### Placed cells, one colour a class, run 1

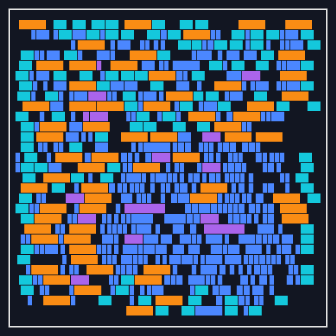
### Sequential cells grouped by signal name, run 1

Other sequential cells in the stronger grey, the rest of the logic in the fainter grey.
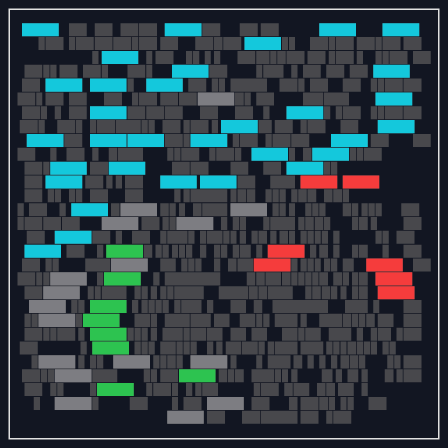
### Clock wires, drivers and flops, run 1

The bar under the picture is 20 um long.
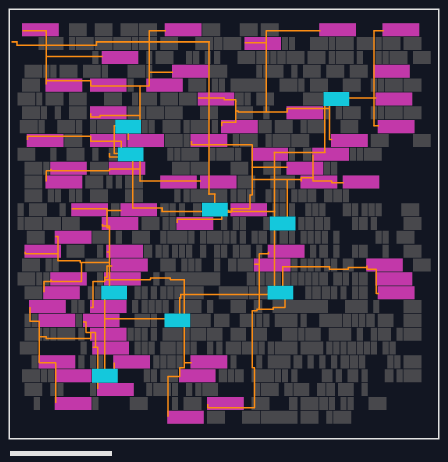
**src/rtl/fifo_read_ctrl_if.sv**
```systemverilog
// Read-side bus of the asynchronous FIFO: the memory read port, the pointer exchange
// with the write domain, and the valid/ready output stage toward the consumer.
interface fifo_read_ctrl_if #(
  parameter int DATA_W = 32,
  parameter int ADDR_W = 7
);
  logic [ADDR_W:0]   wr_ptr_gray;
  logic [DATA_W-1:0] mem_data;
  logic [ADDR_W-1:0] read_addr;
  logic              read_enable;
  logic [ADDR_W:0]   rd_ptr_gray;
  logic [DATA_W-1:0] dout;
  logic              dout_valid;
  logic              dout_ready;
  logic              empty;
  logic              almost_empty;
  logic [ADDR_W:0]   rd_count;

  modport master (
    input  wr_ptr_gray, mem_data, dout_ready,
    output read_addr, read_enable, rd_ptr_gray, dout, dout_valid,
           empty, almost_empty, rd_count
  );

  modport slave (
    output wr_ptr_gray, mem_data, dout_ready,
    input  read_addr, read_enable, rd_ptr_gray, dout, dout_valid,
           empty, almost_empty, rd_count
  );
endinterface

```
**src/rtl/fifo_read_ctrl.sv**
```systemverilog
// Read-domain controller of the asynchronous FIFO: synchronises the write pointer,
// derives empty/almost_empty/rd_count and feeds a one-word valid/ready output register.
module fifo_read_ctrl #(
  parameter int DATA_W    = 32,
  parameter int ADDR_W    = 7,
  parameter int AEMPTY_TH = 4
) (
  input  logic             rd_clk,
  input  logic             reset,
  input  logic             flush,
  fifo_read_ctrl_if.master bus
);
  localparam int PW = ADDR_W + 1;

  logic [ADDR_W:0]   wq1_q, wq2_q;
  logic [ADDR_W:0]   wq2_bin;
  logic [ADDR_W:0]   rd_bin_q, rd_bin_d;
  logic [ADDR_W:0]   rd_gray_q, rd_gray_d;
  logic [ADDR_W:0]   count;
  logic [DATA_W-1:0] dout_q;
  logic              dout_valid_q;
  logic              clear;
  logic              empty;
  logic              pop;

  assign clear = !reset || flush;

  // Each binary bit is the XOR of all Gray bits at and above it.
  always_comb begin
    wq2_bin = '0;
    for (int i = 0; i <= ADDR_W; i++) begin
      wq2_bin[i] = ^(wq2_q >> i);
    end
  end

  assign empty = (rd_gray_q == wq2_q);
  assign count = wq2_bin - rd_bin_q;
  assign pop   = !clear && !empty && (!dout_valid_q || bus.dout_ready);

  assign rd_bin_d  = rd_bin_q + 1'b1;
  assign rd_gray_d = rd_bin_d ^ (rd_bin_d >> 1);

  always_ff @(posedge rd_clk) begin
    if (clear) begin
      wq1_q        <= '0;
      wq2_q        <= '0;
      rd_bin_q     <= '0;
      rd_gray_q    <= '0;
      dout_q       <= '0;
      dout_valid_q <= 1'b0;
    end else begin
      wq1_q <= bus.wr_ptr_gray;
      wq2_q <= wq1_q;
      if (pop) begin
        dout_q       <= bus.mem_data;
        dout_valid_q <= 1'b1;
        rd_bin_q     <= rd_bin_d;
        rd_gray_q    <= rd_gray_d;
      end else if (bus.dout_ready) begin
        dout_valid_q <= 1'b0;
      end
    end
  end

  assign bus.read_addr    = rd_bin_q[ADDR_W-1:0];
  assign bus.read_enable  = pop;
  assign bus.rd_ptr_gray  = rd_gray_q;
  assign bus.dout         = dout_q;
  assign bus.dout_valid   = dout_valid_q;
  assign bus.empty        = empty;
  assign bus.almost_empty = (count <= PW'(AEMPTY_TH));
  assign bus.rd_count     = count;
endmodule

```
**src/flat_wrapper.sv**
```systemverilog
// flat-port wrapper written by rule: the top's interface ports become plain ports
module fifo_read_ctrl_flat 
#(
  parameter int DATA_W    = 32,
  parameter int ADDR_W    = 7,
  parameter int AEMPTY_TH = 4
)
  (rd_clk, reset, flush, bus_wr_ptr_gray, bus_mem_data, bus_dout_ready, bus_read_addr, bus_read_enable, bus_rd_ptr_gray, bus_dout, bus_dout_valid, bus_empty, bus_almost_empty, bus_rd_count);
  fifo_read_ctrl_if #(.DATA_W(DATA_W), .ADDR_W(ADDR_W)) bus_i ();
  input  logic rd_clk;
  input  logic reset;
  input  logic flush;
  input wire logic [$bits(bus_i.wr_ptr_gray)-1:0] bus_wr_ptr_gray;
  input wire logic [$bits(bus_i.mem_data)-1:0] bus_mem_data;
  input wire logic [$bits(bus_i.dout_ready)-1:0] bus_dout_ready;
  output wire logic [$bits(bus_i.read_addr)-1:0] bus_read_addr;
  output wire logic [$bits(bus_i.read_enable)-1:0] bus_read_enable;
  output wire logic [$bits(bus_i.rd_ptr_gray)-1:0] bus_rd_ptr_gray;
  output wire logic [$bits(bus_i.dout)-1:0] bus_dout;
  output wire logic [$bits(bus_i.dout_valid)-1:0] bus_dout_valid;
  output wire logic [$bits(bus_i.empty)-1:0] bus_empty;
  output wire logic [$bits(bus_i.almost_empty)-1:0] bus_almost_empty;
  output wire logic [$bits(bus_i.rd_count)-1:0] bus_rd_count;
  assign bus_i.wr_ptr_gray = bus_wr_ptr_gray;
  assign bus_i.mem_data = bus_mem_data;
  assign bus_i.dout_ready = bus_dout_ready;
  assign bus_read_addr = bus_i.read_addr;
  assign bus_read_enable = bus_i.read_enable;
  assign bus_rd_ptr_gray = bus_i.rd_ptr_gray;
  assign bus_dout = bus_i.dout;
  assign bus_dout_valid = bus_i.dout_valid;
  assign bus_empty = bus_i.empty;
  assign bus_almost_empty = bus_i.almost_empty;
  assign bus_rd_count = bus_i.rd_count;
  fifo_read_ctrl #(.DATA_W(DATA_W), .ADDR_W(ADDR_W), .AEMPTY_TH(AEMPTY_TH)) u_core (.rd_clk(rd_clk), .reset(reset), .flush(flush), .bus(bus_i));
endmodule
```
**config.mk**
```make
export PLATFORM = sky130hd
export DESIGN_NAME = fifo_read_ctrl_flat
export DESIGN_NICKNAME = d
export VERILOG_FILES = /design/src/rtl/fifo_read_ctrl_if.sv /design/src/rtl/fifo_read_ctrl.sv /design/src/flat_wrapper.sv
export SDC_FILE = /design/constraint.sdc
export NUM_CORES = 1
export LEC_CHECK = 0
export ABC_AREA = 1
export CAP_MARGIN = 20
export CORE_UTILIZATION = 51
export CTS_CLUSTER_DIAMETER = 40
export DETAILED_ROUTE_END_ITERATION = 12
export MAX_ROUTING_LAYER = met4
export PLACE_DENSITY_LB_ADDON = 0.12
export SLEW_MARGIN = 0
export SYNTH_ARGS = -nofsm -noshare
export SYNTH_HDL_FRONTEND = slang
export SYNTH_SLANG_ARGS = --single-unit
```
**constraint.sdc**
```tcl
create_clock -name rd_clk -period 7.45 [get_ports rd_clk]
set_input_delay 2.235 -clock rd_clk [delete_from_list [all_inputs] [get_ports rd_clk]]
set_output_delay 2.235 -clock rd_clk [all_outputs]
set_load 0.005 [all_outputs]
```
==> deck_impl_summary.md, run 1 <==
Implementation Results

Outcome
  – Status: finished, violations left
  – Violated checks: design-rule violations

Floorplan
  – Die Height: ~84 um
  – CORE AREA: roughly 0.0064 mm2
  – Starting density of the core: between 50% and 60%
  – Die Area: between 0.007 and 0.008 mm2

Global route
  – Remaining global-route overflow: 0
  – Grt met3 use: under 10%
  – GR Util All Layers: 24.3%
  – Vias in the first global route: 2894
  – GR Util met1: just under 30%

Synthesis
  – Yosys cell count: around 470
  – Synth Area in Adders: under 10%
  – Yosys chip area: between 0.003 and 0.004 mm2
  – Synthesized Nets: between 500 and 600
  – Simple-Gate Area Share: a little under two fifths
  – Mux area share: 0%

Setup path
  – Critical Path RT: between 5000 and 6000 ps
  – Worst path buffer plus inverter count: 5
  – CP delay by family, top: buffers and inverters
  – Crit Path Max Fanout: 36
  – Crit path DAT: 4220 ps
  – Worst r2r src: u_core.bus.rd_ptr_gray[7]
  – Critical path launch point type: primary input

Layout
  – Most frequent logic cells in the routed design: 158 x nand2_1, 102 x clkdlybuf4s50_1, 64 x dfxtp_1
  – Combinational gate area: between 0.0015 and 0.002 mm2
  – Fillers: between 500 and 600
  – Flip-flop count of the largest register after layout: 32
  – Antenna Cells: 0
  – Final instance area: about 0.0046 mm2
  – Comb/total area: between 30% and 40%
  – Plain + repair buffers: between 100 and 150

Clocking
  – Clock-pin slew on the worst setup and hold paths: 60 ps
  – Setup bufs post-CTS: 0

Place
  – Pre-CTS setup slack: about 990 ps

Route
  – Highest routed layer: met4
  – Via count: ~3100
  – Final wirelength: slightly below 8 mm
  – WL met1: 3.50 mm
  – Detailed Route Iter0 Violations: 137
  – Remaining DRCs: 8

STA
  – Fin crit share: 86.7%
  – Actual slew at the worst max-slew pin: 679 ps
  – Setup_tns: 0 ps
  – Max Slew Vio Count: 0
  – Minimum clock period: roughly 6500 ps

Hold path
  – Hold path start: u_core.wq1_q[1]

Pwr
  – Cell Pwr Density: ~180 mW/mm2

Run
  – Max-cap violation count: 0
-- 'Placed cells, one colour a class' (at the start) --
legend:
  remaining buffers and delay cells:
    colour: cyan
    cells: 104
  registers:
    colour: orange
    cells: 64
  remaining logic cells:
    colour: blue
    cells: 383
  clock drivers and dummy loads:
    colour: purple
    cells: 15
Core Util, Final: 72.1%
flop share of the area: 27.7%

-- 'Sequential cells grouped by signal name' (at the start) --
legend:
  u_core.bus.dout:
    colour: cyan
    placed_flops: 32
  u_core.wq2_q:
    colour: green
    placed_flops: 8
    where: lower left
  u_core.rd_bin_q:
    colour: red
    placed_flops: 7
    where: middle right
Sequential Power: 357 uW
register area: 0.00128 mm2

-- 'Clock wires, drivers and flops' (at the start) --
legend:
  flip-flops:
    colour: magenta
    count: 64
  clock-net drivers:
    colour: cyan
    count: 9
  clock wires:
    colour: orange
    length: 852 um
flops lie: spread over the die
Final Skew: 10.0 ps
clk_lat worst skew: 340 ps
P_clk: 335 uW
clock group share of total power: 40.4%

-- run 1: final timing paths --
check / end / slack, ps / cells past startpoint
hold / removal: u_core.wq2_q[1] / 410 / 2
setup reg to reg: u_core.bus.rd_ptr_gray[3] / 5560 / 9
hold reg to reg: u_core.wq2_q[1] / 410 / 2
setup / recovery: bus_read_enable / 990 / 8
-- run 1: power by group --
| part | internal [uW] | total [uW] | switching (uW) |
|---|---|---|---|
| logic | 73.3 | 136 | 63.2 |
| registers | 351 | 357 | 6.05 |
| clock network | 205 | 335 | 130 |
| total | 629 | 829 | 199 |
-- run 1: cell usage after synthesis (all sizes together) --
cell type and instances:
nor2 41, nand3 58, nand4 3, clkbuf 1, buf 18, xor2 10
dfxtp 64, nand3b 1, nand2 161, inv 65, xnor2 12, o21ai 5
ha 8, a21oi 18, fa 1
### The clock network, run 1

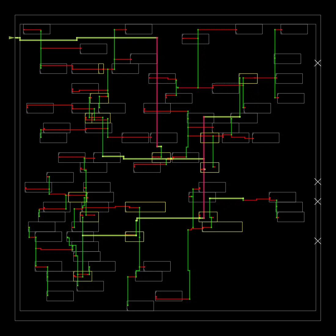

==> run 2: changes to the inputs <==
--- a/config.mk
+++ b/config.mk
@@ -5,9 +5,8 @@
 export SDC_FILE = /design/constraint.sdc
 export NUM_CORES = 1
 export LEC_CHECK = 0
-export ABC_AREA = 1
 export CAP_MARGIN = 20
-export CORE_UTILIZATION = 51
+export CORE_UTILIZATION = 48
 export CTS_CLUSTER_DIAMETER = 40
 export DETAILED_ROUTE_END_ITERATION = 12
 export MAX_ROUTING_LAYER = met4
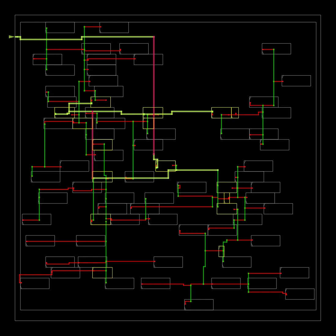
*The clock network, run 2*
cts bufs inserted: 9
CTS sink cnt: 64
flop count: 64
Final Skew: 11.5 ps

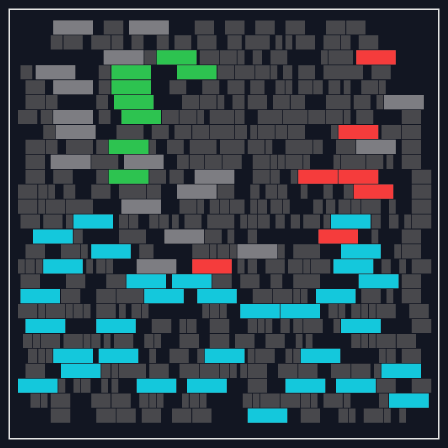
*Sequential cells grouped by signal name, run 2*
Other sequential cells in the stronger grey, the rest of the logic in the fainter grey.
legend:
  u_core.bus.dout:
    colour: cyan
    placed_flops: 32
  u_core.rd_bin_q:
    colour: red
    placed_flops: 7
  u_core.wq2_q:
    colour: green
    placed_flops: 8
Sequential Power: 361 uW
Core Util, Final: 72.5%

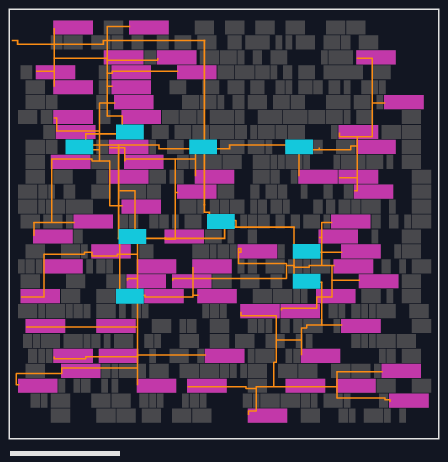
*Clock wires, drivers and flops, run 2*
The bar under the picture is 20 um long.
legend:
  clock-net drivers:
    colour: cyan
    count: 9
  clock wires:
    colour: orange
    length: 791 um
  flip-flops:
    colour: magenta
    count: 64
flops lie: spread over the die
P_clk: 273 uW
clk_lat worst skew: 330 ps
clock group share of total power: 35.6%

==> deck_impl_summary.md, run 2 <==
Implementation Results

Global route
  – Grt met3 use: 6.94% (was 5.93%)
  – Vias in the first global route: 2270 (was 2894)
  – GR Util met1: 28.0% (was 29.1%)
  – GR Util All Layers: 22.3% (was 24.3%)

Setup path
  – Critical path launch point type: register (was primary input)
  – FF-to-FF setup slack: 5340 ps (was 5560 ps)
  – Setup crit end: bus_almost_empty (was bus_read_enable)
  – Crit Path Max Fanout: 4 (was 36)
  – Critical Path RT: 5220 ps (about the same)
  – Crit path DAT: 4150 ps (was 4220 ps)

STA
  – Actual slew at the worst max-slew pin: 710 ps (was 679 ps)

Layout
  – Antenna Cells: 0 (unchanged)
  – Combinational gate area: 0.00138 mm2 (was 0.00175 mm2)
  – Plain + repair buffers: 104 (unchanged)

Route
  – WL met1: 2.89 mm (was 3.50 mm)
  – Detailed Route Iter0 Violations: 121 (was 137)

Synthesis
  – Synth async-reset ratio: 0% (unchanged)

Floorplan
  – CORE AREA: 0.00554 mm2 (was 0.00642 mm2)
  – Die Area: 0.00608 mm2 (was 0.00708 mm2)

Clocking
  – Clock-pin slew on the worst setup and hold paths: 60 ps (about the same)

Pwr
  – Int Pwr: 583 uW (was 629 uW)

Outcome
  – Status: completed (was finished, violations left)

Place
  – Pre-CTS setup slack: 1380 ps (was 986 ps)

Hold path
  – Hold path start: u_core.wq1_q[6] (was u_core.wq1_q[1])
==> run 2: worst max-delay path, stage by stage (launching register included) <==
cell and delay (ps):
dfxtp_1 330, xor2_1 180, xnor2_1 370, xnor2_1 220, xor2_1 350, xnor2_1 160
ha_1 180, inv_1 50, fa_1 400, a21o_1 190, a21oi_1 210, o21bai_1 80
a21oi_1 190, xnor2_1 120, nor4_2 240, clkdlybuf4s50_1 530
==> run 2: logic make-up after synthesis <==
family	share of synthesized area, %
compound gates	12.6
xor+xnor	11.4
fa+ha+maj	4.33
buf+inv	4.20
flops	46.2
mux	1.44
simple gates	19.9
==> run 2: power by group through the flow <==
stage	clock, uW	sequential [uW]	combinational [uW]
after global placement	0	368	131
after detailed placement	0	369	133
after CTS	279	361	134
after floorplan	0	369	58.0
final	273	361	133
after global routing	297	363	146
### Signal metal coverage by tile, run 2

16 x 16 tiles, from dark blue (low) to red (high), scaled to the fullest tile. Values are wire area over tile area, all layers added.
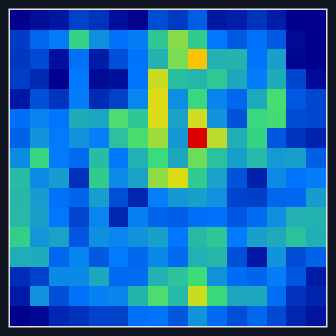

==> run 3: changes to the inputs <==
--- a/config.mk
+++ b/config.mk
@@ -6,12 +6,14 @@
 export NUM_CORES = 1
 export LEC_CHECK = 0
 export CAP_MARGIN = 20
-export CORE_UTILIZATION = 48
+export CORE_UTILIZATION = 49
+export CTS_BUF_LIST = sky130_fd_sc_hd__clkbuf_8
 export CTS_CLUSTER_DIAMETER = 40
+export CTS_CLUSTER_SIZE = 28
 export DETAILED_ROUTE_END_ITERATION = 12
 export MAX_ROUTING_LAYER = met4
 export PLACE_DENSITY_LB_ADDON = 0.12
-export SLEW_MARGIN = 0
+export SLEW_MARGIN = 20
 export SYNTH_ARGS = -nofsm -noshare
 export SYNTH_HDL_FRONTEND = slang
 export SYNTH_SLANG_ARGS = --single-unit
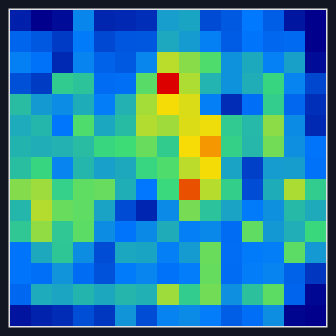
*Signal metal coverage by tile, run 3*
15 x 15 tiles, from dark blue (low) to red (high), scaled to the fullest tile. Values are wire area over tile area, all layers added.
tiles over half the peak: 19%
fullest tile: 0.49
mean over tiles: 0.17
densest ninth of the die: centre
final wirelength: 6.31 mm
via count: 2461
WL/cell: 12.6 um

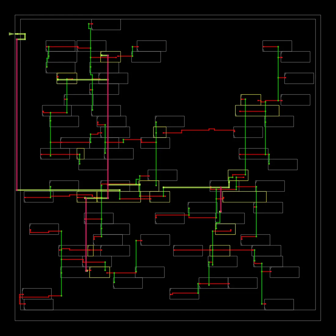
*The clock network, run 3*
Clock buffer cells: 10
Final Skew: 7.38 ps
P_clk: 358 uW

==> deck_impl_summary.md, run 3 <==
Implementation Results

Layout
  – Most frequent logic cells in the routed design: 102 x clkdlybuf4s50_1, 70 x nand2_1, 64 x dfxtp_1 (unchanged)
  – Fillers: 443 (was 451)
  – Flop count: 64 (unchanged)
  – Antenna Cells: 0 (unchanged)
  – Combinational gate area: 0.00138 mm2 (unchanged)
  – Register area: 0.00128 mm2 (unchanged)

Setup path
  – Critical path launch point type: register (unchanged)
  – Worst r2r src: u_core.bus.rd_ptr_gray[7] (unchanged)
  – Reg2Reg Capture Point: u_core.bus.rd_ptr_gray[7] (unchanged)
  – Worst R2R Path Depth: 7 (unchanged)
  – Crit path DAT: 4220 ps (was 4150 ps)
  – Crit Path Max Fanout: 4 (unchanged)
  – Setup crit end: bus_almost_empty (unchanged)
  – Critical Path RT: 5220 ps (about the same)

Synthesis
  – Top non-seq family: simple AND/OR/NAND/NOR gates (unchanged)
  – Simple-Gate Area Share: 19.9% (unchanged)
  – Synth Area in Compound Gates: 12.6% (unchanged)
  – Synthesized Nets: 382 (unchanged)
  – Most common cell in the netlist: nand2_1 (unchanged)
  – Mux area share: 1.44% (unchanged)
  – Synth Area in Adders: 4.33% (unchanged)

Pwr
  – Clock group share of total power: 42.0% (was 35.6%)
  – Gate power share: 15.8% (was 17.4%)
  – Net switching power: 189 uW (was 184 uW)
  – Seq pwr share: 42.3% (was 47.1%)
  – Sequential Power: 361 uW (about the same)

STA
  – Setup_tns: 0 ps (unchanged)
  – Fin crit share: 86.6% (was 85.7%)
  – Minimum clock period: 6450 ps (was 6380 ps)
  – Actual slew at the worst max-slew pin: 705 ps (was 710 ps)

Route
  – Highest routed layer: met4 (unchanged)
  – Remaining DRCs: 0 (unchanged)
  – WL met1: 2.84 mm (was 2.89 mm)

Place
  – Pre-CTS setup slack: 1340 ps (was 1380 ps)

Floorplan
  – CORE AREA: 0.00547 mm2 (was 0.00554 mm2)
  – Die Area: 0.00596 mm2 (was 0.00608 mm2)
  – Die Height: 77.2 um (was 78.0 um)

Outcome
  – Status: completed (unchanged)

Hold path
  – Worst Hold Endpoint: u_core.wq2_q[6] (unchanged)

Clocking
  – Clk_lat worst skew: 330 ps (about the same)
  – Setup bufs post-CTS: 0 (unchanged)
  – CTS sink cnt: 64 (unchanged)

Global route
  – Grt met3 use: 7.14% (was 6.94%)
  – GR Util met1: 25.7% (was 28.0%)

Run
  – Max-cap violation count: 0 (unchanged)
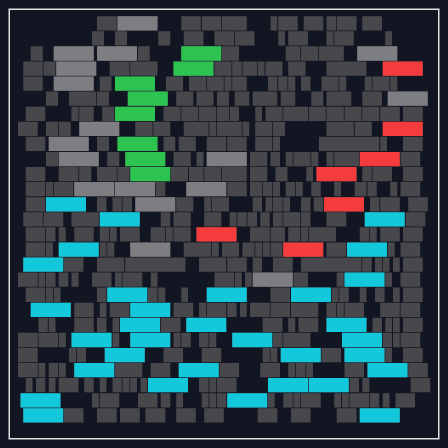
*Sequential cells grouped by signal name, run 3*
Other sequential cells in the stronger grey, the rest of the logic in the fainter grey.
legend:
  u_core.bus.dout:
    colour: cyan
    placed_flops: 32
  u_core.rd_bin_q:
    colour: red
    placed_flops: 7
  u_core.wq2_q:
    colour: green
    placed_flops: 8
not coloured: 17
Core Util, Final: 74.5%
flop share of the area: 31.4%

[run 3: cell counts after synthesis]
Identical to the previous run, type by type.
[run 3: critical path, cell delays in order (launching register included)]
cell,delay [ps]
dfxtp_1,330
xor2_1,190
xnor2_1,420
xnor2_1,230
xor2_1,350
xnor2_1,170
ha_1,180
inv_1,50
fa_1,390
a21o_1,190
a21oi_1,200
o21bai_1,80
a21oi_1,170
xnor2_1,140
nor4_2,250
clkdlybuf4s50_1,530
[run 3: cell families (layout without fill, tap and decap cells)]
kind of cell             Yosys count  after routing
adder cells (fa/ha/maj)            9              9
buffers and inverters             30            131
flip-flops                        64             64
XOR/XNOR                          36             36
multiplexers                       4              4
AND/OR/NAND/NOR                  123            123
AND-OR/OR-AND                     63             63
No activity file was given, so power comes from the tool's default toggle rates.
